**config.mk**
```make
export PLATFORM = sky130hd
export DESIGN_NAME = stall_flush_unit
export DESIGN_NICKNAME = d
export VERILOG_FILES = /design/src/rtl/hazard_pkg.sv /design/src/rtl/sat_counter.sv /design/src/rtl/stall_flush_unit.sv
export SDC_FILE = /design/constraint.sdc
export NUM_CORES = 1
export LEC_CHECK = 0
export CORE_MARGIN = 2
export CORE_UTILIZATION = 35
export DETAILED_ROUTE_END_ITERATION = 16
export MAX_ROUTING_LAYER = met4
export PLACE_DENSITY = 0.71
export SLEW_MARGIN = 25
export SYNTH_ARGS = -nofsm -noshare
export SYNTH_HDL_FRONTEND = slang
export SYNTH_SLANG_ARGS = --single-unit
```
**constraint.sdc**
```tcl
create_clock -name clk -period 2.5 [get_ports clk]
set_clock_uncertainty 0.1 [all_clocks]
set_input_delay 0.625 -clock clk [delete_from_list [all_inputs] [get_ports clk]]
set_output_delay 0.625 -clock clk [all_outputs]
set_load 0.01 [all_outputs]
```
**src/rtl/hazard_pkg.sv**
```systemverilog
// Shared types and defaults for the pipeline hazard (stall/flush) logic.
package hazard_pkg;

  // Memory-wait FSM states
  typedef enum logic {
    RUN  = 1'b0,
    WAIT = 1'b1
  } memState_t;

  localparam int DefaultCntW       = 32;
  localparam int DefaultMemTimeout = 16;
  localparam int RegIdxW           = 5;

endpackage

```
**src/rtl/sat_counter.sv**
```systemverilog
// Free-running event counter that sticks at all-ones instead of wrapping.
module sat_counter #(
  parameter int W = 32
) (
  input  logic         clk,
  input  logic         rst_n,
  input  logic         inc,
  output logic [W-1:0] count
);

  // Count one per enabled edge, holding once every bit is set
  always_ff @(posedge clk or negedge rst_n) begin
    if (!rst_n) begin
      count <= '0;
    end else if (inc && (count != '1)) begin
      count <= count + W'(1);
    end
  end

endmodule

```
**src/rtl/stall_flush_unit.sv**
```systemverilog
// Stall/flush generation for the 5-stage pipeline: load-use bubbles, branch
// flushes and data-memory waits, plus a wait watchdog and perf counters.
//
//   state | meaning
//   ------+--------------------------------------------------------------
//   RUN   | no memory wait in progress on the previous edge
//   WAIT  | data memory held M stalled on the previous edge
module stall_flush_unit
  import hazard_pkg::*;
#(
  parameter int CNT_W       = DefaultCntW,
  parameter int MEM_TIMEOUT = DefaultMemTimeout
) (
  input  logic             clk,
  input  logic             rst_n,
  input  logic [4:0]       Rs1D,
  input  logic [4:0]       Rs2D,
  input  logic [4:0]       RdE,
  input  logic             MemReadE,
  input  logic             PCSrcE,
  input  logic             MemReqM,
  input  logic             MemReadyM,
  output logic             StallF,
  output logic             StallD,
  output logic             StallE,
  output logic             StallM,
  output logic             FlushD,
  output logic             FlushE,
  output logic             FlushW,
  output logic             MemWaitState,
  output logic             MemTimeoutErr,
  output logic [CNT_W-1:0] LoadUseCnt,
  output logic [CNT_W-1:0] MemStallCnt,
  output logic [CNT_W-1:0] FlushCnt
);

  localparam logic [7:0] TimeoutLast = 8'(MEM_TIMEOUT - 1);

  logic      memStall;
  logic      lwStall;
  memState_t state, stateNext;
  logic [7:0] waitCnt;

  assign memStall = MemReqM & ~MemReadyM;
  assign lwStall  = MemReadE & (RdE != '0) & ((RdE == Rs1D) | (RdE == Rs2D));

  // Hazard priority: memory wait, then taken branch, then load-use bubble.
  // Outputs are gated off while reset is held.
  always_comb begin
    StallF = 1'b0;
    StallD = 1'b0;
    StallE = 1'b0;
    StallM = 1'b0;
    FlushD = 1'b0;
    FlushE = 1'b0;
    FlushW = 1'b0;
    if (rst_n) begin
      if (memStall) begin
        // E is frozen too, so a taken branch stays visible until release
        StallF = 1'b1;
        StallD = 1'b1;
        StallE = 1'b1;
        StallM = 1'b1;
        FlushW = 1'b1;
      end else if (PCSrcE) begin
        FlushD = 1'b1;
        FlushE = 1'b1;
      end else if (lwStall) begin
        StallF = 1'b1;
        StallD = 1'b1;
        FlushE = 1'b1;
      end
    end
  end

  // FSM state register
  always_ff @(posedge clk or negedge rst_n) begin
    if (!rst_n) begin
      state <= RUN;
    end else begin
      state <= stateNext;
    end
  end

  // FSM next-state: track whether memory is currently holding the pipe
  always_comb begin
    stateNext = state;
    case (state)
      RUN:     if (memStall)  stateNext = WAIT;
      WAIT:    if (!memStall) stateNext = RUN;
      default: stateNext = RUN;
    endcase
  end

  assign MemWaitState = (state == WAIT);

  // Consecutive-stall counter; saturating so a stuck memory cannot wrap it
  always_ff @(posedge clk or negedge rst_n) begin
    if (!rst_n) begin
      waitCnt <= '0;
    end else if (!memStall) begin
      waitCnt <= '0;
    end else if (waitCnt != 8'hFF) begin
      waitCnt <= waitCnt + 8'd1;
    end
  end

  // Sticky watchdog flag; only reset clears it and stalls are never released
  always_ff @(posedge clk or negedge rst_n) begin
    if (!rst_n) begin
      MemTimeoutErr <= 1'b0;
    end else if (memStall && (waitCnt == TimeoutLast)) begin
      MemTimeoutErr <= 1'b1;
    end
  end

  sat_counter #(.W(CNT_W)) uMemStallCnt (
    .clk   (clk),
    .rst_n (rst_n),
    .inc   (memStall),
    .count (MemStallCnt)
  );

  sat_counter #(.W(CNT_W)) uFlushCnt (
    .clk   (clk),
    .rst_n (rst_n),
    .inc   (PCSrcE & ~memStall),
    .count (FlushCnt)
  );

  sat_counter #(.W(CNT_W)) uLoadUseCnt (
    .clk   (clk),
    .rst_n (rst_n),
    .inc   (lwStall & ~memStall & ~PCSrcE),
    .count (LoadUseCnt)
  );

endmodule
```
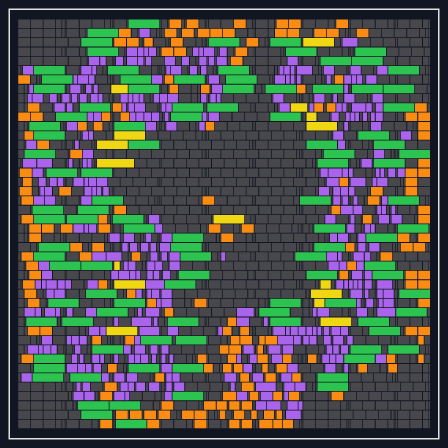
(cell classes on the final placement)
Fill, decap, tap and diode cells in grey.
legend:
  orange:
    class: other buffers and delay cells
    cells: 177
  purple:
    class: all other logic
    cells: 378
  yellow:
    class: clock drivers and dummy loads
    cells: 16
  green:
    class: flip-flops
    cells: 106

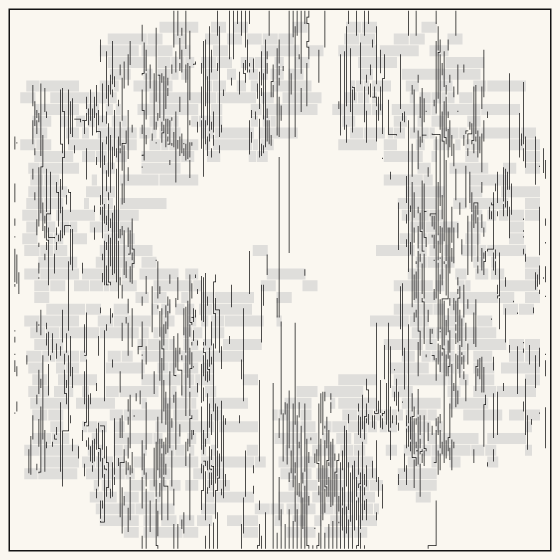
(signal wires on met2)
share of all routed wire: 49%
main direction: vertical

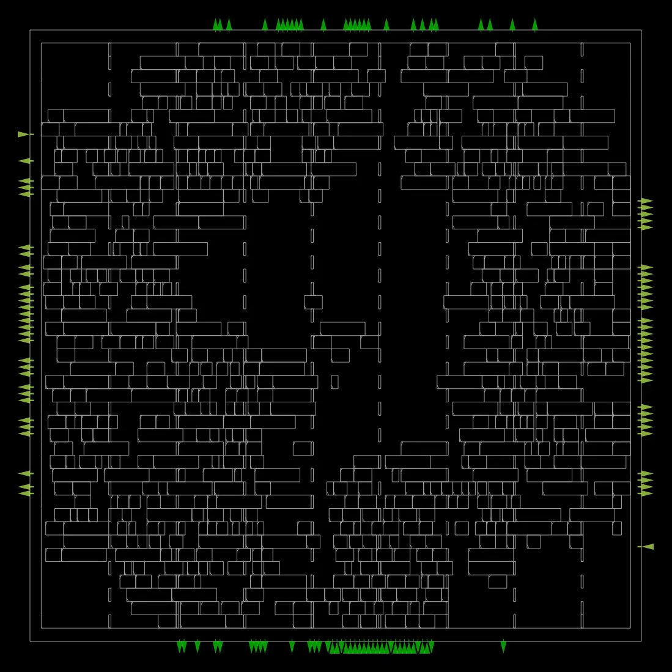
(placed standard cells)
tap cells: 184
sequential portion of the cell area: 0.364
number of placement rows: 44

[worst paths after layout]
check | start | to | slack, ns | depth (start not counted)
min reg2reg | MemTimeoutErr | MemTimeoutErr | 0.37 | 1
max reg2reg | uMemStallCnt.count[0] | uMemStallCnt.count[1] | 0.15 | 6
min in group clk | MemTimeoutErr | MemTimeoutErr | 0.37 | 1
min | rst_n | waitCnt[3] | 0.15 | 2
max in group asynchronous | rst_n | uFlushCnt.count[19] | 1.51 | 2
max | RdE[2] | StallF | -0.14 | 7
[per-layer routing]
metal / up-vias / GRT usage
li1: 2083 / -
met1: 2161 / 0.210
met2: 110 / 0.262
met3: 20 / 0.0355
met4: 0 / 0.0634
met5: - / -
[per-stage QoR]
| step | total power [mW] | area [um^2] | hold slack, ns |
|---|---|---|---|
| 3_3_place_gp | 2.67 | 6900 | 0.364 |
| 6_report | 4.15 | 7290 | 0.149 |
| 4_1_cts | 4.19 | 7240 | 0.139 |
| 2_1_floorplan | 2.27 | 5130 | 0.229 |
| 5_1_grt | 4.34 | 7290 | 0.164 |
| 3_5_place_dp | 2.69 | 6900 | 0.366 |
[final cells by class]
cell class,count,area [um^2]
multi-input cells,373,2480
clock inverters,5,61.3
well taps,184,230
repair buffers,177,1590
fillers,1308,7140
clock buffers,11,253
inverters,5,18.8
flip-flops and latches,106,2650
[sequential cells by signal, summed over array words and instances (netlist names)]
register            cells
uFlushCnt.count        32
uLoadUseCnt.count      32
uMemStallCnt.count     32
waitCnt                 8
MemTimeoutErr           1
MemWaitState            1
[kinds of logic (layout without fill, tap and decap cells)]
group           Yosys count  after routing  synth area share
mux                       6              6            0.0134
fa+ha+maj                 4              4           0.00976
compound gates           21             21            0.0281
xor+xnor                101            101             0.172
simple gates            241            241             0.244
buf+inv                  15            198            0.0146
flops                   106            106             0.517
==> run notes <==
Implementation run completed; key figures follow.

Status:
- The flow ran to the end, but the final reports show violations.
- The final reports fail on setup timing.

Clock tree:
- Clock tree synthesis selected as its root buffer the cell clkbuf_16.
- The number of setup buffers added after CTS is 6.
- The run gives the clock transition at the registers of the reported paths as 0.07 ns.

Critical path:
- The run gives the number of buffer and inverter instances along the worst setup path as 3.

Synth:
- The run gives the total nets after synthesis as 519.
- Sorting the synthesized cells by how often they occur yields 106 x dfrtp_1, 66 x xnor2_1, 47 x nand3_1.
- The run gives the fraction of synthesis flops using an asynchronous set or reset pin as 1.00.
- The run gives the yosys-reported design area after synthesis as 0.00513 mm^2.
- The synthesized design contains 106 register bits.

Power:
- Of the total power, combinational logic draws 0.161.
- The run gives the power in sequential cells as 2.00 mW.
- Of all power groups, the one with the highest power is registers.
- The run gives the reported leakage power as 3.20 nW.
- The run gives the part of the total power dissipated in the clock network as 0.357.

Routing:
- The run gives the count of vias placed by the detailed router as 4374.

STA:
- In the post-route analysis, the smallest setup slack over all paths is -0.139 ns.
- The run puts the setup-violating endpoint count in the final report at 3.

Floorplanning:
- The run gives the die boundary width as 125 um.
No activity file was given, so power comes from the tool's default toggle rates.
